Figure 1. Metal 1.
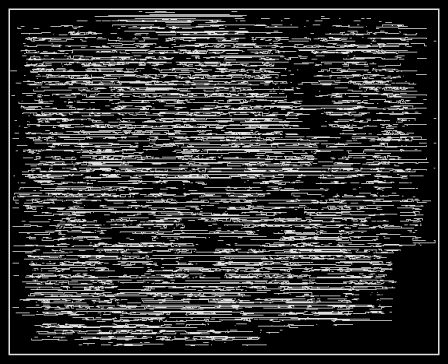
Figure 2. Metal 2.
Bar = 50 um. Cells faint in the background.
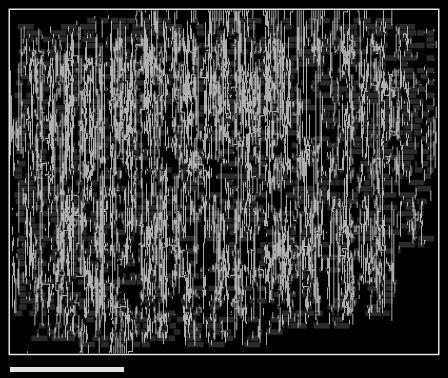
**src/rtl/div_manager_pkg.sv**
```systemverilog
// Shared definitions for the divide manager slice.
//   - div_op_e      : RV32M divide opcodes as presented on op_i
//   - divm_state_e  : manager FSM states
//   - op_is_signed / op_is_rem : opcode decode helpers
package div_manager_pkg;

  localparam int DIVM_XLEN = 32;

  typedef enum logic [1:0] {
    DIV_OP_DIV  = 2'b00,
    DIV_OP_DIVU = 2'b01,
    DIV_OP_REM  = 2'b10,
    DIV_OP_REMU = 2'b11
  } div_op_e;

  typedef enum logic [1:0] {
    DIVM_IDLE = 2'd0,
    DIVM_CALC = 2'd1,
    DIVM_DONE = 2'd2
  } divm_state_e;

  // DIV and REM are the signed flavours; bit 0 of the encoding marks unsigned.
  function automatic logic op_is_signed(input logic [1:0] op);
    return ~op[0];
  endfunction

  // REM and REMU return the remainder; bit 1 of the encoding selects it.
  function automatic logic op_is_rem(input logic [1:0] op);
    return op[1];
  endfunction

endpackage

```
**src/rtl/div_core.sv**
```systemverilog
// Unsigned radix-2 restoring divider, one iteration per clock.
//   clk, rst  : clock, synchronous active-high reset
//   start     : load dividend/divisor and begin ITER_CYCLES iterations
//   dividend  : unsigned dividend (sampled on start)
//   divisor   : unsigned divisor, non-zero (sampled on start)
//   done      : high during the cycle whose closing edge performs the last iteration
//   quotient  : partial quotient after this cycle's iteration
//   remainder : partial remainder after this cycle's iteration
// quotient/remainder are the combinational result of the current iteration, so
// while done is high they are the final values and the owner can capture them on
// the same edge that retires the operation.
module div_core
  import div_manager_pkg::*;
#(
  parameter int XLEN        = 32,
  parameter int ITER_CYCLES = 32
) (
  input  logic            clk,
  input  logic            rst,
  input  logic            start,
  input  logic [XLEN-1:0] dividend,
  input  logic [XLEN-1:0] divisor,
  output logic            done,
  output logic [XLEN-1:0] quotient,
  output logic [XLEN-1:0] remainder
);

  logic            running;
  logic [4:0]      cnt;
  logic [XLEN-1:0] q_r;   // dividend bits shift out the top, quotient bits shift in
  logic [XLEN-1:0] r_r;
  logic [XLEN-1:0] d_r;

  // One extra bit: the shifted remainder can reach 2*divisor-1.
  logic [XLEN:0] r_sh;
  logic [XLEN:0] diff;
  logic          fits;

  always_comb begin
    r_sh      = {r_r, q_r[XLEN-1]};
    diff      = r_sh - {1'b0, d_r};
    fits      = ~diff[XLEN];
    quotient  = {q_r[XLEN-2:0], fits};
    remainder = fits ? diff[XLEN-1:0] : r_sh[XLEN-1:0];
    done      = running && (cnt == 5'(ITER_CYCLES - 1));
  end

  always_ff @(posedge clk) begin
    if (rst) begin
      running <= 1'b0;
      cnt     <= '0;
      q_r     <= '0;
      r_r     <= '0;
      d_r     <= '0;
    end else if (start) begin
      running <= 1'b1;
      cnt     <= '0;
      q_r     <= dividend;
      r_r     <= '0;
      d_r     <= divisor;
    end else if (running) begin
      q_r <= quotient;
      r_r <= remainder;
      cnt <= cnt + 5'd1;
      if (done) running <= 1'b0;
    end
  end

endmodule

```
**src/rtl/div_manager.sv**
```systemverilog
// RV32M divide manager: owns div_core, runs DIV/DIVU/REM/REMU one at a time.
//   clk, rst         : clock, synchronous active-high reset
//   issue_*          : op intake from EX (valid/ready), op_i/rs1/rs2/rd
//   rd_addr_flags_o  : one-hot pending destination, for hazard stalls
//   busy_o           : FSM not idle
//   wb_*             : result to WB arbiter (valid/ready), held until accepted
// Divide-by-zero and signed overflow are answered directly at accept; other
// ops run the core on magnitudes and apply sign fix-up when entering DONE.
module div_manager
  import div_manager_pkg::*;
#(
  parameter int XLEN        = 32,
  parameter int ITER_CYCLES = 32
) (
  input  logic            clk,
  input  logic            rst,
  input  logic            issue_valid_i,
  output logic            issue_ready_o,
  input  logic [1:0]      op_i,
  input  logic [XLEN-1:0] rs1_data_i,
  input  logic [XLEN-1:0] rs2_data_i,
  input  logic [4:0]      rd_addr_i,
  output logic [31:0]     rd_addr_flags_o,
  output logic            busy_o,
  output logic            wb_valid_o,
  output logic [4:0]      wb_rd_addr_o,
  output logic [XLEN-1:0] wb_data_o,
  input  logic            wb_ready_i
);

  divm_state_e state_q;

  logic       rem_q;     // return remainder rather than quotient
  logic       neg_q_q;   // negate quotient at fix-up
  logic       neg_r_q;   // negate remainder at fix-up
  logic [4:0] rd_q;

  logic            accept;
  logic            sgn, a_neg, b_neg, div0, ovf, special;
  logic [XLEN-1:0] a_mag, b_mag, special_res;

  logic            core_done;
  logic [XLEN-1:0] core_q, core_r, q_fix, r_fix, calc_res;

  assign issue_ready_o = (state_q == DIVM_IDLE);
  assign busy_o        = (state_q != DIVM_IDLE);
  assign accept        = issue_valid_i && issue_ready_o;

  always_comb begin
    sgn     = op_is_signed(op_i);
    a_neg   = sgn & rs1_data_i[XLEN-1];
    b_neg   = sgn & rs2_data_i[XLEN-1];
    a_mag   = a_neg ? (~rs1_data_i + 1'b1) : rs1_data_i;
    b_mag   = b_neg ? (~rs2_data_i + 1'b1) : rs2_data_i;
    div0    = (rs2_data_i == '0);
    ovf     = sgn && (rs1_data_i == {1'b1, {(XLEN-1){1'b0}}}) && (rs2_data_i == '1);
    special = div0 | ovf;
    // Divide by zero: q = all ones, r = dividend. Overflow: q = dividend, r = 0.
    if (div0) special_res = op_is_rem(op_i) ? rs1_data_i : '1;
    else      special_res = op_is_rem(op_i) ? '0 : {1'b1, {(XLEN-1){1'b0}}};
  end

  always_comb begin
    q_fix    = neg_q_q ? (~core_q + 1'b1) : core_q;
    r_fix    = neg_r_q ? (~core_r + 1'b1) : core_r;
    calc_res = rem_q ? r_fix : q_fix;
  end

  div_core #(
    .XLEN        (XLEN),
    .ITER_CYCLES (ITER_CYCLES)
  ) u_core (
    .clk       (clk),
    .rst       (rst),
    .start     (accept && !special),
    .dividend  (a_mag),
    .divisor   (b_mag),
    .done      (core_done),
    .quotient  (core_q),
    .remainder (core_r)
  );

  always_ff @(posedge clk) begin
    if (rst) begin
      state_q         <= DIVM_IDLE;
      rem_q           <= 1'b0;
      neg_q_q         <= 1'b0;
      neg_r_q         <= 1'b0;
      rd_q            <= '0;
      rd_addr_flags_o <= '0;
      wb_valid_o      <= 1'b0;
      wb_rd_addr_o    <= '0;
      wb_data_o       <= '0;
    end else begin
      case (state_q)
        DIVM_IDLE: begin
          if (accept) begin
            rd_q            <= rd_addr_i;
            rem_q           <= op_is_rem(op_i);
            neg_q_q         <= a_neg ^ b_neg;
            neg_r_q         <= a_neg;
            // x0 writes are discarded, so never mark it pending.
            rd_addr_flags_o <= (rd_addr_i != '0) ? (32'd1 << rd_addr_i) : '0;
            if (special) begin
              state_q      <= DIVM_DONE;
              wb_data_o    <= special_res;
              wb_rd_addr_o <= rd_addr_i;
              wb_valid_o   <= (rd_addr_i != '0);
            end else begin
              state_q <= DIVM_CALC;
            end
          end
        end
        DIVM_CALC: begin
          if (core_done) begin
            state_q      <= DIVM_DONE;
            wb_data_o    <= calc_res;
            wb_rd_addr_o <= rd_q;
            wb_valid_o   <= (rd_q != '0);
          end
        end
        DIVM_DONE: begin
          // An rd==0 op never raised valid: it retires silently after one cycle.
          if (!wb_valid_o || wb_ready_i) begin
            state_q         <= DIVM_IDLE;
            wb_valid_o      <= 1'b0;
            rd_addr_flags_o <= '0;
          end
        end
        default: state_q <= DIVM_IDLE;
      endcase
    end
  end

endmodule

```
**config.mk**
```make
export PLATFORM = sky130hd
export DESIGN_NAME = div_manager
export DESIGN_NICKNAME = d
export VERILOG_FILES = /design/src/rtl/div_manager_pkg.sv /design/src/rtl/div_core.sv /design/src/rtl/div_manager.sv
export SDC_FILE = /design/constraint.sdc
export NUM_CORES = 1
export LEC_CHECK = 0
export CAP_MARGIN = 5
export CORE_ASPECT_RATIO = 0.8
export CORE_MARGIN = 1.5
export CORE_UTILIZATION = 50
export DETAILED_ROUTE_END_ITERATION = 7
export MAX_ROUTING_LAYER = met4
export PLACE_DENSITY = 0.69
export SYNTH_ARGS = -nofsm -noshare
export SYNTH_HDL_FRONTEND = slang
export SYNTH_HIERARCHICAL = 1
export SYNTH_SLANG_ARGS = --single-unit
```
**constraint.sdc**
```tcl
create_clock -name clk -period 5.5 [get_ports clk]
set_input_delay 1.375 -clock clk [delete_from_list [all_inputs] [get_ports clk]]
set_output_delay 1.375 -clock clk [all_outputs]
set_load 0.05 [all_outputs]
```
==> reports/qor.json <==
{
  "comb_group_w": 0.00713,
  "critical_path_s_largest_stage_delay_ns": 0.58,
  "grt.met2_usage_pct": 46.5,
  "fp_nets": 1893,
  "cts_tree": "built",
  "place_area_sq_mm": 0.0149,
  "final.hold.worst_slack_ns": 0.470,
  "finClkSkew_ns": 0.0130,
  "cp_top_family": "AND-OR/OR-AND gates",
  "met2_wl_um": 18700,
  "log.warning_count": 30,
  "stdcell_area_sq_mm": 0.0156,
  "crit-reg2reg-launch": "u_core/q_r[31]$_SDFFE_PP0P_",
  "yosys.area_share.simple_pct": 21.5,
  "r2r_end": "wb_data_o[26]$_SDFFE_PP0P_",
  "max-slew-margin-rel_pct": 20.0,
  "multi_input_logic_portion_of_the_cell_area_pct": 57.3,
  "biggestCellCategory": "combinational gates",
  "power_frac_comb_pct": 69.1,
  "pwr.group.sequential_w": 0.00193,
  "global_route.overflow_total": 0,
  "h-tree-depth": 4,
  "ys_top_cells_by_count": "sky130_fd_sc_hd__nor2_1 (273), sky130_fd_sc_hd__dfxtp_1 (182), sky130_fd_sc_hd__a21oi_1 (162)",
  "n_all_inverters": 75,
  "grt.met3_usage_pct": 5.50,
  "num-clock-buffers": 17,
  "synth_stat.cells": 1774,
  "wirelength_um": 43300,
  "placed_cells_incl_taps": 2162,
  "post_synthesis_compound_gate_area_fraction_pct": 23.0,
  "comb_cells": 1376,
  "instances_no_fill": 2194,
  "numPortBuffers": 146,
  "status": "complete, no violations",
  "ys_seq_share_pct": 26.9,
  "critPathBufInv": 2,
  "grt_setup_unrepaired": "false",
  "layout.area.seq_sq_mm": 0.00365
}
About Figure 1:
share of all routed wire	47%
wire length on this layer	20.2 mm
main direction	horizontal

About Figure 2:
main direction	vertical
nets with wire on the layer	1,590
longest straight run	62.9 um

